### Port wiring

(1 px per um)
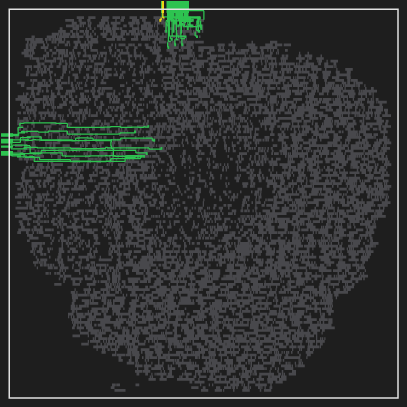
### Routed metal, one color a layer

(1 px per um)
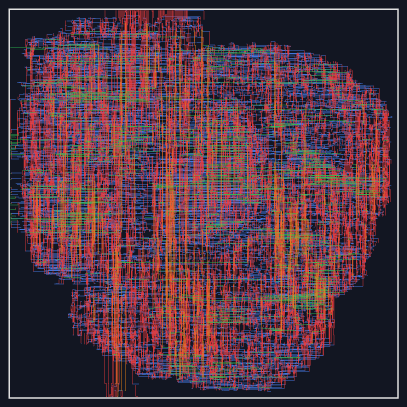
File: src/rtl/ex_mdu_pkg.sv
// Shared definitions for the EX-stage multiply/divide unit.
//   mdu_op_e    : operation codes (identical to RV-M funct3)
//   mdu_state_e : control FSM states
//   ZeroWord    : widest datapath zero, sliced to XLEN by users
//   rs1_signed / rs2_signed : per-op operand signedness
package ex_mdu_pkg;

    typedef enum logic [2:0] {
        OP_MUL    = 3'b000,
        OP_MULH   = 3'b001,
        OP_MULHSU = 3'b010,
        OP_MULHU  = 3'b011,
        OP_DIV    = 3'b100,
        OP_DIVU   = 3'b101,
        OP_REM    = 3'b110,
        OP_REMU   = 3'b111
    } mdu_op_e;

    typedef enum logic [1:0] {
        S_IDLE,
        S_MUL,
        S_DIV,
        S_DONE
    } mdu_state_e;

    localparam logic [63:0] ZeroWord = '0;

    function automatic logic rs1_signed(input logic [2:0] op);
        case (op)
            OP_MULH, OP_MULHSU, OP_DIV, OP_REM: return 1'b1;
            default:                            return 1'b0;
        endcase
    endfunction

    function automatic logic rs2_signed(input logic [2:0] op);
        case (op)
            OP_MULH, OP_DIV, OP_REM: return 1'b1;
            default:                 return 1'b0;
        endcase
    endfunction

endpackage

File: src/rtl/ex_mdu_divider.sv
// Iterative restoring radix-2 divider on unsigned (absolute) operands.
// The first quotient bit is produced on the start edge, so after XLEN
// edges in total (start + XLEN-1 busy cycles) the results are final.
//   clk, rst    : clock, synchronous active-high reset
//   start       : load operands and perform the first step
//   dividend    : unsigned dividend, sampled with start
//   divisor     : unsigned divisor (non-zero), sampled with start
//   busy        : further steps pending
//   quotient    : unsigned quotient
//   remainder   : unsigned remainder
module mdu_divider #(
    parameter int unsigned XLEN = 32
) (
    input  logic            clk,
    input  logic            rst,
    input  logic            start,
    input  logic [XLEN-1:0] dividend,
    input  logic [XLEN-1:0] divisor,
    output logic            busy,
    output logic [XLEN-1:0] quotient,
    output logic [XLEN-1:0] remainder
);

    localparam int unsigned CW = $clog2(XLEN);
    localparam logic [CW-1:0] CNT_LOAD = CW'(XLEN - 1);
    localparam logic [CW-1:0] CNT_ONE  = CW'(1);

    logic [CW-1:0]   cnt_q;
    logic [XLEN-1:0] quo_q, rem_q, dvs_q;
    logic [XLEN-1:0] src_rem, src_quo, dvs, step_rem, step_quo;
    logic [XLEN:0]   shifted, diff;

    always_comb begin
        src_rem  = start ? '0       : rem_q;
        src_quo  = start ? dividend : quo_q;
        dvs      = start ? divisor  : dvs_q;
        shifted  = {src_rem, src_quo[XLEN-1]};
        diff     = shifted - {1'b0, dvs};
        // remainder < divisor is invariant, so the MSB of diff is a clean borrow
        if (diff[XLEN]) begin
            step_rem = shifted[XLEN-1:0];
            step_quo = {src_quo[XLEN-2:0], 1'b0};
        end else begin
            step_rem = diff[XLEN-1:0];
            step_quo = {src_quo[XLEN-2:0], 1'b1};
        end
    end

    always_ff @(posedge clk) begin
        if (rst) begin
            cnt_q <= '0;
            quo_q <= '0;
            rem_q <= '0;
            dvs_q <= '0;
        end else if (start) begin
            cnt_q <= CNT_LOAD;
            quo_q <= step_quo;
            rem_q <= step_rem;
            dvs_q <= divisor;
        end else if (busy) begin
            cnt_q <= cnt_q - CNT_ONE;
            quo_q <= step_quo;
            rem_q <= step_rem;
        end
    end

    assign busy      = (cnt_q != '0);
    assign quotient  = quo_q;
    assign remainder = rem_q;

endmodule

File: src/rtl/ex_mdu.sv
// EX-stage RV-M multiply/divide unit.
//   clk, rst              : clock, synchronous active-high reset
//   valid_i, op_i         : request and RV-M funct3
//   rs1_i, rs2_i          : operands
//   wd_i, wreg_i          : destination register and write enable
//   flush_i               : cancel any in-flight operation
//   ready_o               : idle, a request can be accepted
//   stall_o               : hold the upstream pipeline
//   valid_o               : one-cycle result pulse
//   wdata_o, wd_o, wreg_o : result to EX/MEM (zero while valid_o is low)
module ex_mdu #(
    parameter int unsigned XLEN       = 32,
    parameter int unsigned REG_ADDR_W = 5,
    parameter int unsigned MUL_ITER   = 0
) (
    input  logic                  clk,
    input  logic                  rst,
    input  logic                  valid_i,
    input  logic [2:0]            op_i,
    input  logic [XLEN-1:0]       rs1_i,
    input  logic [XLEN-1:0]       rs2_i,
    input  logic [REG_ADDR_W-1:0] wd_i,
    input  logic                  wreg_i,
    input  logic                  flush_i,
    output logic                  ready_o,
    output logic                  stall_o,
    output logic                  valid_o,
    output logic [XLEN-1:0]       wdata_o,
    output logic [REG_ADDR_W-1:0] wd_o,
    output logic                  wreg_o
);

    import ex_mdu_pkg::*;

    localparam int unsigned CNT_W = $clog2(XLEN) + 1;
    localparam logic [CNT_W-1:0] CNT_LOAD = CNT_W'(XLEN - 1);
    localparam logic [CNT_W-1:0] CNT_ONE  = CNT_W'(1);
    localparam logic [XLEN-1:0]  MOST_NEG = {1'b1, {(XLEN-1){1'b0}}};

    mdu_state_e            state_q;
    logic [CNT_W-1:0]      cnt_q;
    mdu_op_e               op_q;
    logic [REG_ADDR_W-1:0] wd_q;
    logic                  wreg_q;
    logic                  qneg_q, rneg_q, mplier_sgn_q;
    logic [2*XLEN-1:0]     mcand_q, acc_q;
    logic [XLEN-1:0]       mplier_q;

    logic                  res_valid_q;
    logic [XLEN-1:0]       res_q;
    logic [REG_ADDR_W-1:0] res_wd_q;
    logic                  res_wreg_q;

    logic                  accept, s1, s2, neg1, neg2, div_zero, div_ovf, div_start, div_busy;
    logic [XLEN-1:0]       abs1, abs2, special_res, quo, rem, q_fix, r_fix, div_res, mul_res;
    logic [2*XLEN-1:0]     mplier_ext, prod, addend, acc_d, mul_full;

    always_comb begin
        accept    = valid_i && (state_q == S_IDLE) && !flush_i && !rst;
        s1        = rs1_signed(op_i);
        s2        = rs2_signed(op_i);
        neg1      = s1 && rs1_i[XLEN-1];
        neg2      = s2 && rs2_i[XLEN-1];
        abs1      = neg1 ? ('0 - rs1_i) : rs1_i;
        abs2      = neg2 ? ('0 - rs2_i) : rs2_i;
        div_zero  = (rs2_i == '0);
        div_ovf   = s1 && (rs1_i == MOST_NEG) && (rs2_i == '1);
        div_start = accept && op_i[2] && !div_zero && !div_ovf;
        if (div_zero) begin
            special_res = op_i[1] ? rs1_i : '1;
        end else begin
            special_res = op_i[1] ? '0 : rs1_i;
        end
    end

    // Product modulo 2^(2*XLEN): the multiplicand is already sign/zero
    // extended, so only the multiplier's extension depends on the op.
    always_comb begin
        mplier_ext = mplier_sgn_q ? {{XLEN{mplier_q[XLEN-1]}}, mplier_q}
                                  : {{XLEN{1'b0}}, mplier_q};
        prod       = mcand_q * mplier_ext;
        addend     = mplier_q[0] ? mcand_q : '0;
        // Last shift-add step carries the multiplier MSB, whose weight is
        // negative for a signed multiplier.
        acc_d      = ((cnt_q == '0) && mplier_sgn_q) ? (acc_q - addend) : (acc_q + addend);
        mul_full   = (MUL_ITER != 0) ? acc_d : prod;
        mul_res    = (op_q == OP_MUL) ? mul_full[XLEN-1:0] : mul_full[2*XLEN-1:XLEN];
    end

    always_comb begin
        q_fix   = qneg_q ? ('0 - quo) : quo;
        r_fix   = rneg_q ? ('0 - rem) : rem;
        div_res = ((op_q == OP_REM) || (op_q == OP_REMU)) ? r_fix : q_fix;
    end

    mdu_divider #(
        .XLEN(XLEN)
    ) u_divider (
        .clk       (clk),
        .rst       (rst),
        .start     (div_start),
        .dividend  (abs1),
        .divisor   (abs2),
        .busy      (div_busy),
        .quotient  (quo),
        .remainder (rem)
    );

    always_ff @(posedge clk) begin
        if (rst) begin
            state_q      <= S_IDLE;
            cnt_q        <= '0;
            op_q         <= OP_MUL;
            wd_q         <= '0;
            wreg_q       <= 1'b0;
            qneg_q       <= 1'b0;
            rneg_q       <= 1'b0;
            mplier_sgn_q <= 1'b0;
            mcand_q      <= '0;
            acc_q        <= '0;
            mplier_q     <= '0;
            res_valid_q  <= 1'b0;
            res_q        <= '0;
            res_wd_q     <= '0;
            res_wreg_q   <= 1'b0;
        end else begin
            res_valid_q <= 1'b0;
            res_q       <= '0;
            res_wd_q    <= '0;
            res_wreg_q  <= 1'b0;
            case (state_q)
                S_IDLE: begin
                    if (accept) begin
                        op_q         <= mdu_op_e'(op_i);
                        wd_q         <= wd_i;
                        wreg_q       <= wreg_i;
                        mcand_q      <= {{XLEN{neg1}}, rs1_i};
                        mplier_q     <= rs2_i;
                        mplier_sgn_q <= s2;
                        acc_q        <= '0;
                        qneg_q       <= neg1 ^ neg2;
                        rneg_q       <= neg1;
                        cnt_q        <= CNT_LOAD;
                        if (!op_i[2]) begin
                            state_q <= S_MUL;
                        end else if (div_zero || div_ovf) begin
                            state_q     <= S_DONE;
                            cnt_q       <= '0;
                            res_valid_q <= 1'b1;
                            res_q       <= special_res;
                            res_wd_q    <= wd_i;
                            res_wreg_q  <= wreg_i;
                        end else begin
                            state_q <= S_DIV;
                        end
                    end
                end
                S_MUL: begin
                    if (flush_i) begin
                        state_q <= S_IDLE;
                        cnt_q   <= '0;
                    end else if ((MUL_ITER == 0) || (cnt_q == '0)) begin
                        state_q     <= S_DONE;
                        cnt_q       <= '0;
                        res_valid_q <= 1'b1;
                        res_q       <= mul_res;
                        res_wd_q    <= wd_q;
                        res_wreg_q  <= wreg_q;
                    end else begin
                        acc_q    <= acc_d;
                        mcand_q  <= mcand_q << 1;
                        mplier_q <= mplier_q >> 1;
                        cnt_q    <= cnt_q - CNT_ONE;
                    end
                end
                S_DIV: begin
                    if (flush_i) begin
                        state_q <= S_IDLE;
                        cnt_q   <= '0;
                    end else if ((cnt_q == '0) && !div_busy) begin
                        state_q     <= S_DONE;
                        res_valid_q <= 1'b1;
                        res_q       <= div_res;
                        res_wd_q    <= wd_q;
                        res_wreg_q  <= wreg_q;
                    end else if (cnt_q != '0) begin
                        cnt_q <= cnt_q - CNT_ONE;
                    end
                end
                S_DONE: begin
                    state_q <= S_IDLE;
                end
                default: begin
                    state_q <= S_IDLE;
                end
            endcase
        end
    end

    // A flush in the DONE cycle must still cancel the write-back.
    assign ready_o = (state_q == S_IDLE);
    assign stall_o = accept || (state_q == S_MUL) || (state_q == S_DIV);
    assign valid_o = res_valid_q && !flush_i;
    assign wdata_o = valid_o ? res_q : ZeroWord[XLEN-1:0];
    assign wd_o    = valid_o ? res_wd_q : '0;
    assign wreg_o  = valid_o && res_wreg_q;

endmodule
File: config.mk
export PLATFORM = sky130hd
export DESIGN_NAME = ex_mdu
export DESIGN_NICKNAME = d
export VERILOG_FILES = /design/src/rtl/ex_mdu_pkg.sv /design/src/rtl/ex_mdu_divider.sv /design/src/rtl/ex_mdu.sv
export SDC_FILE = /design/constraint.sdc
export NUM_CORES = 2
export LEC_CHECK = 0
export ABC_AREA = 1
export CAP_MARGIN = 0
export CORE_MARGIN = 5
export CORE_UTILIZATION = 40
export CTS_BUF_LIST = sky130_fd_sc_hd__clkbuf_4
export CTS_CLUSTER_SIZE = 10
export DETAILED_ROUTE_END_ITERATION = 12
export SLEW_MARGIN = 5
export SYNTH_ARGS = -nofsm -noshare
export SYNTH_HDL_FRONTEND = slang
export SYNTH_SLANG_ARGS = --single-unit
File: constraint.sdc
create_clock -name clk -period 13.8 [get_ports clk]
set_input_delay 2.07 -clock clk [delete_from_list [all_inputs] [get_ports clk]]
set_output_delay 2.07 -clock clk [all_outputs]
set_load 0.02 [all_outputs]
==> reports/results.ini <==
[global_route]
grt_use_met3_pct=2.95
grtUsageMet2_pct=46.5
top_usage_layer=met2
grt_pass1_vias=53274
grt_overflow_total=0

[cells_and_area]
fill_cells=14858
area_growth_pct=6.08

[floorplan]
die_h_um=387
initCoreUtil_pct=40.2
die_w_um=387

[logic_synthesis]
ys_seq_share_pct=7.88
yosys-top-cells-area=fa_1, inv_1, nand2_1
synthArstFlopShare_pct=0
ys_types=46
synth_area_mm2=0.0569
top_cell=inv_1
yosysTopAreaCell=fa_1
syn_avg_cell_area_um2=7.09
postSynthCellCount=8029
yosysWarningCount=0

[power]
p_int_mw=2.04
comb_power_share_pct=69.1
clkPwrFrac_pct=13.3
p_leak_nw=33.6
p_sw_mw=2.75

[worst_setup_path]
required_ps=14380
critPathLaunchType=register
crit_path_max_incr_delay_ps=700
critPathMaxFanout=18
worst_path_max_delay_cell=fa_1
cp-end-kind=register

[placement]
dpl.hpwl_mm=162
dp.cells=9730
place.gp.congestion=1.00

[timing]
skew_ps=63.7
fmax_ghz=0.109
finalSetupViolCount=0
final_max_slew_viol_count=0

[cts]
clkSinkCount=224
clkTransAtPathRegs_ps=60
cts_tree=yes
ctsHoldBuffers=0
htree_levels=3

[outcome]
status=complete, no violations

[routing]
drtIter0Drc=4652

## Picture notes: 'Port wiring'
- green: `wdata_o` (bits 32; direction output; edge 23 top, 9 left; end cells 32; buffers 32; wire 2060 um)
- yellow: `valid_o` (bits 1; direction output; edge top; end cells 1; buffers 1; wire 11.7 um)
Top-Level Pins: 118
Port Buffers: 117

## Picture notes: 'Routed metal, one color a layer'
- red: metal 2 (wire length 98.3 mm)
- blue: metal 1 (wire length 83.5 mm)
- green: metal 3 (wire length 14500 um)
- orange: metal 4 (wire length 12200 um)
- purple: metal 5 (wire length 11.0 um)

==> path summary, 6_finish.rpt <==
check | depth (start not counted) | slack (ps) | to | startpoint
worst min-delay path | 2 | 470 | res_wd_q[3] | wd_q[3]
worst max-delay path | 28 | 4600 | res_q[27] | mplier_sgn_q
worst min register to register | 2 | 470 | res_wd_q[3] | wd_q[3]
worst max register to register | 28 | 4600 | res_q[27] | mplier_sgn_q
==> logic make-up (layout without fill, tap and decap cells) <==
logic type	after synthesis	after routing	share of synthesized area [%]
compound gates	769	769	7.14
mux	3	3	0.0528
simple gates	3013	3013	21.4
other cells	0	6	0
xor+xnor	89	89	1.37
fa+ha+maj	1381	1381	45.2
buf+inv	2550	2468	16.9
flops	224	224	7.88
==> final cells by class <==
| class | count | area share [%] |
|---|---|---|
| clock buffers | 92 | 1.14 |
| clock inverters | 15 | 0.151 |
| multi-input cells | 5255 | 70.9 |
| inverters | 2158 | 13.4 |
| well taps | 1890 | 3.92 |
| repair buffers | 203 | 3.01 |
| flip-flops and latches | 224 | 7.43 |
| diodes | 6 | 0.0249 |
==> placed cells by master (no fill, tap or decap), types with 4 or more instances in the layout <==
master	instances
a21o_1	6
a21oi_1	297
a221oi_1	6
a31oi_1	16
buf_4	87
clkbuf_4	92
clkdlybuf4s50_1	116
clkinv_1	7
clkinv_2	6
dfxtp_1	222
diode_2	6
fa_1	1126
ha_1	255
inv_1	2149
inv_2	9
nand2_1	1988
nand3_1	348
nand3b_1	18
nand4_1	62
nor2_1	491
nor2_2	5
nor3_1	64
nor4_1	12
o211ai_1	13
o21a_1	4
o21ai_0	345
o21ai_1	39
o21bai_1	32
or2_2	15
xnor2_1	21
xor2_1	68
==> through the flow <==
step	setup WS [ps]	power, mW	util [%]
2_1_floorplan	6150	2.97	-
3_5_place_dp	4440	4.10	42.1
6_report	4600	4.79	42.7
5_1_grt	3920	5.16	42.7
4_1_cts	4590	4.77	42.7
3_3_place_gp	4530	4.11	42.1
==> flip-flops by register name, summed over array words and instances (netlist names), 2 cells and up <==
register / flops
res_q: 32
res_wd_q: 5
u_divider.quotient: 32
op_q: 3
u_divider.remainder: 32
mcand_q: 32
state_q: 2
mplier_q: 32
u_divider.dvs_q: 32
wd_q: 5
cnt_q: 6
u_divider.cnt_q: 5
==> layer usage <==
layer	vias up	wire (um)	share of wire [%]
met3	503	14500	6.9
met1	25470	83500	40
met5	-	11	0.0053
met4	2	12200	5.8
met2	2070	98300	47
li1	23140	-	-
==> worst min-delay path: stages, from the launching register on <==
cell and delay, ps:
dfxtp_1 310, nand2_1 60, a21oi_1 60
==> power by group through the flow <==
stage	sequential [mW]	combinational, mW	clock (mW)
floorplan	0.804	2.16	0
finish	0.840	3.31	0.638
global placement	0.850	3.27	0
CTS	0.837	3.28	0.660
detailed placement	0.851	3.25	0
global route	0.849	3.63	0.688
No activity file was given, so power comes from the tool's default toggle rates.
